[src/rtl/sq_meter_pkg.sv]
// Shared types and helpers for the square-wave period meter.
package sq_meter_pkg;

  typedef enum logic [1:0] {
    IDLE    = 2'd0,
    ARM     = 2'd1,
    MEASURE = 2'd2
  } meter_state_e;

  // Saturation value of a counter w bits wide.
  function automatic logic [63:0] cnt_max(input int w);
    return (64'd1 << w) - 64'd1;
  endfunction

endpackage

[src/rtl/sync_edge_det.sv]
// Multi-flop synchronizer for an asynchronous level, followed by a history
// flop for single-cycle rise/fall detection.
module sync_edge_det #(
  parameter int SYNC_STAGES = 2
) (
  input  logic clk,
  input  logic rst,
  input  logic din,
  output logic rise_det,
  output logic fall_det
);

  // Fewer than two stages would not give metastability time to settle.
  localparam int STAGES = (SYNC_STAGES < 2) ? 2 : SYNC_STAGES;

  logic [STAGES-1:0] sync_q;
  logic              hist_q;
  logic              sync_lvl;

  assign sync_lvl = sync_q[STAGES-1];

  always_ff @(posedge clk or posedge rst) begin
    if (rst) begin
      sync_q <= '0;
      hist_q <= 1'b0;
    end else begin
      sync_q <= {sync_q[STAGES-2:0], din};
      hist_q <= sync_lvl;
    end
  end

  assign rise_det = sync_lvl & ~hist_q;
  assign fall_det = ~sync_lvl & hist_q;

endmodule

[src/rtl/sq_period_meter.sv]
// Measures period and high time of an asynchronous square wave in clk25
// cycles and delivers each result over a valid/ready interface.
//
// state   | meaning
// --------+-----------------------------------------------------------
// IDLE    | disabled; counter held at 0
// ARM     | waiting for the first rising edge to start counting
// MEASURE | counting; each rising edge closes a period and restarts
module sq_period_meter
  import sq_meter_pkg::*;
#(
  parameter int CNT_W       = 16,
  parameter int SYNC_STAGES = 2
) (
  input  logic             clk25,
  input  logic             rst,
  input  logic             enable,
  input  logic             sig_in,
  input  logic             meas_ready,
  output logic             meas_valid,
  output logic [CNT_W-1:0] period_cnt,
  output logic [CNT_W-1:0] high_cnt,
  output logic             timeout,
  output logic             overrun
);

  localparam logic [CNT_W-1:0] CNT_MAX = CNT_W'(cnt_max(CNT_W));

  meter_state_e     state_q, state_d;
  logic [CNT_W-1:0] cnt_q;
  logic [CNT_W-1:0] hi_reg_q;
  logic             hi_cap_done_q;
  logic             rise_det, fall_det;

  logic cnt_clear, cnt_start, cnt_inc;
  logic hi_capture, result_fire, timeout_hit;
  logic accept, load, drop;

  sync_edge_det #(
    .SYNC_STAGES(SYNC_STAGES)
  ) u_sync (
    .clk      (clk25),
    .rst      (rst),
    .din      (sig_in),
    .rise_det (rise_det),
    .fall_det (fall_det)
  );

  always_ff @(posedge clk25 or posedge rst) begin
    if (rst) state_q <= IDLE;
    else     state_q <= state_d;
  end

  always_comb begin
    state_d = state_q;
    if (!enable) begin
      state_d = IDLE;
    end else begin
      case (state_q)
        IDLE:    state_d = ARM;
        ARM:     if (rise_det) state_d = MEASURE;
        MEASURE: if (!rise_det && cnt_q == CNT_MAX) state_d = ARM;
        default: state_d = IDLE;
      endcase
    end
  end

  // A disable cycle suppresses any result so partial periods never escape.
  always_comb begin
    cnt_clear   = 1'b0;
    cnt_start   = 1'b0;
    cnt_inc     = 1'b0;
    hi_capture  = 1'b0;
    result_fire = 1'b0;
    timeout_hit = 1'b0;
    if (!enable) begin
      cnt_clear = 1'b1;
    end else begin
      case (state_q)
        IDLE: cnt_clear = 1'b1;
        ARM:  cnt_start = rise_det;
        MEASURE: begin
          if (rise_det) begin
            result_fire = 1'b1;
            cnt_start   = 1'b1;
          end else if (cnt_q == CNT_MAX) begin
            timeout_hit = 1'b1;
          end else begin
            cnt_inc = 1'b1;
          end
          hi_capture = fall_det & ~hi_cap_done_q;
        end
        default: cnt_clear = 1'b1;
      endcase
    end
  end

  always_ff @(posedge clk25 or posedge rst) begin
    if (rst) begin
      cnt_q         <= '0;
      hi_reg_q      <= '0;
      hi_cap_done_q <= 1'b0;
    end else begin
      if (cnt_clear)      cnt_q <= '0;
      else if (cnt_start) cnt_q <= CNT_W'(1);
      else if (cnt_inc)   cnt_q <= cnt_q + CNT_W'(1);

      if (cnt_start)       hi_cap_done_q <= 1'b0;
      else if (hi_capture) hi_cap_done_q <= 1'b1;

      if (hi_capture) hi_reg_q <= cnt_q;
    end
  end

  assign accept = meas_valid & meas_ready;
  assign load   = result_fire & (~meas_valid | meas_ready);
  assign drop   = result_fire & meas_valid & ~meas_ready;

  // New events win over the clear-on-accept of the sticky flags.
  always_ff @(posedge clk25 or posedge rst) begin
    if (rst) begin
      meas_valid <= 1'b0;
      period_cnt <= '0;
      high_cnt   <= '0;
      timeout    <= 1'b0;
      overrun    <= 1'b0;
    end else begin
      if (load) begin
        meas_valid <= 1'b1;
        period_cnt <= cnt_q;
        high_cnt   <= hi_reg_q;
      end else if (accept) begin
        meas_valid <= 1'b0;
      end

      if (timeout_hit) timeout <= 1'b1;
      else if (accept) timeout <= 1'b0;

      if (drop)        overrun <= 1'b1;
      else if (accept) overrun <= 1'b0;
    end
  end

endmodule

[config.mk]
export PLATFORM = sky130hd
export DESIGN_NAME = sq_period_meter
export DESIGN_NICKNAME = d
export VERILOG_FILES = /design/src/rtl/sq_meter_pkg.sv /design/src/rtl/sync_edge_det.sv /design/src/rtl/sq_period_meter.sv
export SDC_FILE = /design/constraint.sdc
export NUM_CORES = 1
export LEC_CHECK = 0
export ABC_AREA = 1
export CELL_PAD_IN_SITES_DETAIL_PLACEMENT = 0
export CELL_PAD_IN_SITES_GLOBAL_PLACEMENT = 1
export CORE_MARGIN = 10
export CORE_UTILIZATION = 35
export DETAILED_ROUTE_END_ITERATION = 8
export HOLD_SLACK_MARGIN = 0.02
export PLACE_DENSITY = 0.77
export RECOVER_POWER = 100
export SLEW_MARGIN = 10
export SYNTH_ARGS = -nofsm -noshare
export SYNTH_HDL_FRONTEND = slang
export SYNTH_SLANG_ARGS = --single-unit
export TNS_END_PERCENT = 1
[constraint.sdc]
create_clock -name clk25 -period 3.6 [get_ports clk25]
set_clock_uncertainty 0.05 [all_clocks]
set_input_delay 0.54 -clock clk25 [delete_from_list [all_inputs] [get_ports clk25]]
set_output_delay 0.54 -clock clk25 [all_outputs]
set_load 0.01 [all_outputs]
==> reports/qor.txt <==
worst flop-to-flop path startpoint -> state_q[0]$_DFFE_PP0P_
number of instances in the synthesized netlist -> 349
Fin. Hold Viols -> 0
post-detailed-placement cell area -> 3767 um^2
final-layout setup total negative slack -> 0 ps
standard cell core area -> 9196 um^2
buffers plus inverters on the worst setup path -> 4
Filler Cells Inserted -> 924
number of warnings in the stage logs -> 28
status -> finished clean
hold worst-path end -> u_sync.sync_q[1]$_DFF_PP0_
share of the cycle needed by the critical path after routing -> 72.30%
most frequent standard cell in the layout excluding fill and tap cells -> sky130_fd_sc_hd__nand2_1
floorplan core density -> 35.66%
cell-by-cell listing of the critical path -> dlygate4sd3_1 -> inv_1 -> nor2_1 -> inv_1 -> nor2_4 -> nand2_4 -> inv_1 -> o21ai_0
clock power share -> 36.6%
DRC -> 0
maximum number of pins on one net before global-route repair -> 54
sink count of the clock tree -> 73
Fin Hold WS -> 306.6 ps
fraction of layout cells with a size suffix above 1 -> 10.05%
highest clock rate -> 384.2 MHz
Max Cap Viol -> 0
Crit Path Category -> in2reg
number of search-and-repair iterations in the first detailed-routing pass -> 4
cell type of the slowest stage on the worst timing path -> sky130_fd_sc_hd__dlygate4sd3_1
total number of yosys warnings -> 0
count of hold-fix buffers inserted at cts -> 0
post-synthesis net count -> 358
net switching component of the power -> 577.7 uW
area grow syn2layout -> 19.65%
overall chip area -> 13640 um^2
share of synthesized area occupied by flip-flops and latches -> 55.70%
cell-internal power -> 1.422 mW
diode insertion count for antenna repair -> 0
post-synthesis cell type count -> 27
Cell Rows -> 35
P_leak -> 1.936 nW
CP dominant cell by count -> sky130_fd_sc_hd__inv_1
Hold Path Stages -> 0
detailed-placement wirelength estimate -> 5328 um
area of the mapped netlist -> 3279 um^2
instance count on the critical path -> 8
CTS H-tree lvls -> 3
number of buffers inserted during clock tree synthesis -> 9
Startpoint Class -> input port
final instance area -> 3924 um^2
yosys synthesis chip area -> 3279 um^2
Post-CTS Resized -> 0
Comb power frac -> 15.8%
antenna violations before repair -> 0
FF+latch count, synth -> 73
Final Critical Period -> 2603 ps
final core utilization -> 42.67%
-- registers in the layout, summed over array words and instances, names as in the netlist, 2 cells and up --
name,flops
cnt_q,16
hi_reg_q,16
high_cnt,16
state_q,2
period_cnt,16
u_sync.sync_q,2
-- logic make-up after synthesis --
family                   share of synthesized area, %
buffers and inverters                           6.181
adder cells (fa/ha/maj)                         1.526
flip-flops                                      55.70
AND/OR/NAND/NOR                                 21.79
AND-OR/OR-AND                                   9.615
multiplexers                                    4.121
XOR/XNOR                                        1.068
-- routing by layer --
metal / up-vias / global-route usage [%] / wire (um)
li1: 1211 / - / -
met1: 1143 / 14.68 / 3481
met2: 33 / 18.19 / 3390
met3: 10 / 2.752 / 292
met4: 0 / 4.942 / 132
met5: - / 0 / 0
-- power groups by stage --
stage | combinational, mW | clock (mW) | sequential, mW
after floorplan | 0.229 | 0 | 0.973
after global placement | 0.361 | 0 | 0.964
after detailed placement | 0.363 | 0 | 0.970
after CTS | 0.365 | 0.749 | 0.953
after global routing | 0.371 | 0.786 | 0.962
final | 0.316 | 0.732 | 0.951
-- synthesized netlist by cell type --
cell,number
sky130_fd_sc_hd__dfrtp_1,73
sky130_fd_sc_hd__inv_1,36
sky130_fd_sc_hd__nor2_1,24
sky130_fd_sc_hd__nand2_4,2
sky130_fd_sc_hd__ha_1,4
sky130_fd_sc_hd__a21boi_0,1
sky130_fd_sc_hd__xor2_1,4
sky130_fd_sc_hd__o21ai_2,15
sky130_fd_sc_hd__nand2_2,3
sky130_fd_sc_hd__clkbuf_1,4
sky130_fd_sc_hd__o21ai_0,29
sky130_fd_sc_hd__mux2_2,12
sky130_fd_sc_hd__nor2_4,3
sky130_fd_sc_hd__nand4_1,9
sky130_fd_sc_hd__nor3b_1,1
sky130_fd_sc_hd__buf_6,3
sky130_fd_sc_hd__nor4_4,1
sky130_fd_sc_hd__nand3_1,13
sky130_fd_sc_hd__o21ai_1,4
sky130_fd_sc_hd__nor2_2,3
sky130_fd_sc_hd__inv_2,3
sky130_fd_sc_hd__buf_4,1
sky130_fd_sc_hd__nand3_2,1
sky130_fd_sc_hd__a21oi_1,1
sky130_fd_sc_hd__nand2_1,96
sky130_fd_sc_hd__a31oi_1,1
sky130_fd_sc_hd__nor3_1,2
-- worst max path at each step --
stage	slack (ps)	endpoint	start
floorplan	1160	cnt_q[0]$_DFFE_PP0P_	rst
global placement	1050	high_cnt[1]$_DFFE_PP0P_	enable
detailed placement	1000	high_cnt[2]$_DFFE_PP0P_	enable
CTS	1370	high_cnt[2]$_DFFE_PP0P_	enable
global route	820	cnt_q[7]$_DFFE_PP0P_	enable
finish	1000	cnt_q[7]$_DFFE_PP0P_	enable
-- stage by stage --
stage	setup WS (ps)	cells
after detailed placement	995.1	493
after floorplan	1157	349
after global placement	1047	493
after global routing	817.0	509
final	997.3	509
after CTS	1370	509
-- area by class of cell --
class	instances	share of cell area [%]
multi-input combinational	229	30.04
clock inverter	6	2.296
timing repair buffer	41	10.33
inverter	39	3.731
tap	111	3.540
clock buffer	10	3.508
sequential	73	46.56
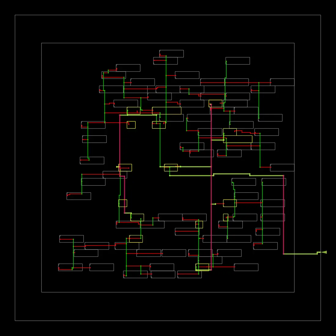
Figure 1: clock wiring as the flow saved it.
Worst-Skew Late Latency: 350 ps
Clock buffer cells: 10

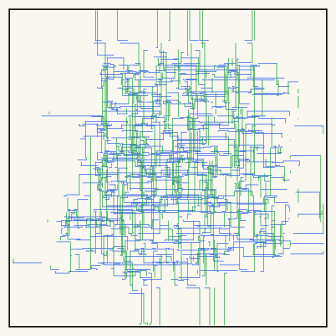
Figure 2: signal wires by layer.
Two of the layers only.
layer	colour	wire length
metal 1	blue	3480 um
metal 2	green	3390 um
Final Routed Wirelength: 7296 um
detailed-route via count: 2397
average wire per standard cell: 14.33 um
global router's overall resource usage: 11.50%

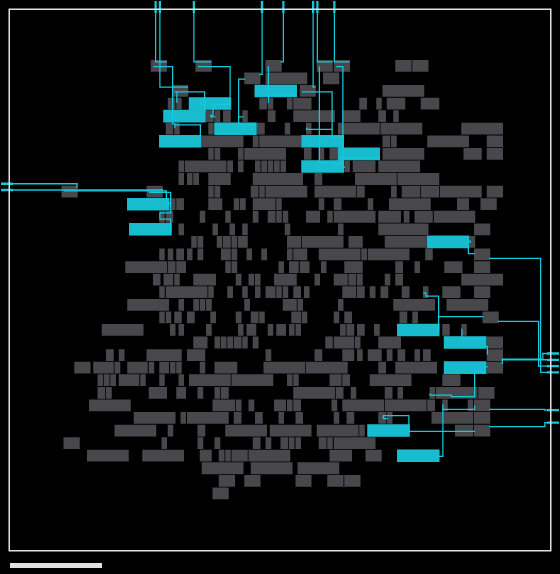
Figure 3: nets reached from selected ports.
The bar under the picture is 20 um long.
port	colour	bits	direction	end cells	wire
period_cnt	cyan	16	output	16	592 um

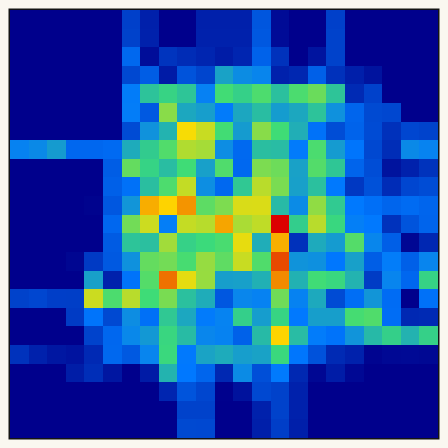
Figure 4: wire density map.
The die is cut into 23 by 23 equal tiles; dark blue is low, red is high, scaled to the fullest tile. Values are wire area over tile area, all layers added.
fullest tile	0.40
nearly empty tiles	34%
mean over tiles	0.083

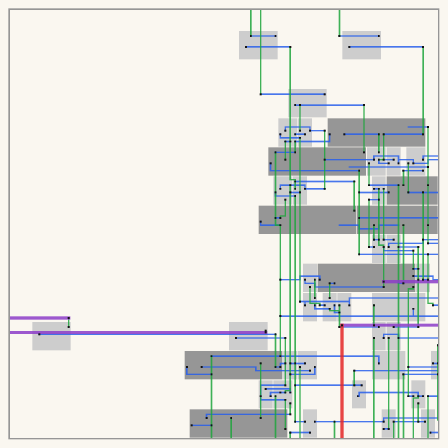
Figure 5: a small window of the routed layout.
Window x 9 to 49, y 68 to 108 um. Cells in grey, sequential cells in the stronger grey; small squares are vias.
layer	colour
metal 4	red
metal 1	blue
metal 3	purple
metal 2	green
cells with their middle in the window	42
most frequent	nand2_1 (14), dfrtp_1 (8), o21ai_0 (6)
sequential cells in the window	8
netlist names of flops here include	period_cnt (6), cnt_q (2)

Power figures rest on the tool's default switching activity, not on a simulated workload.
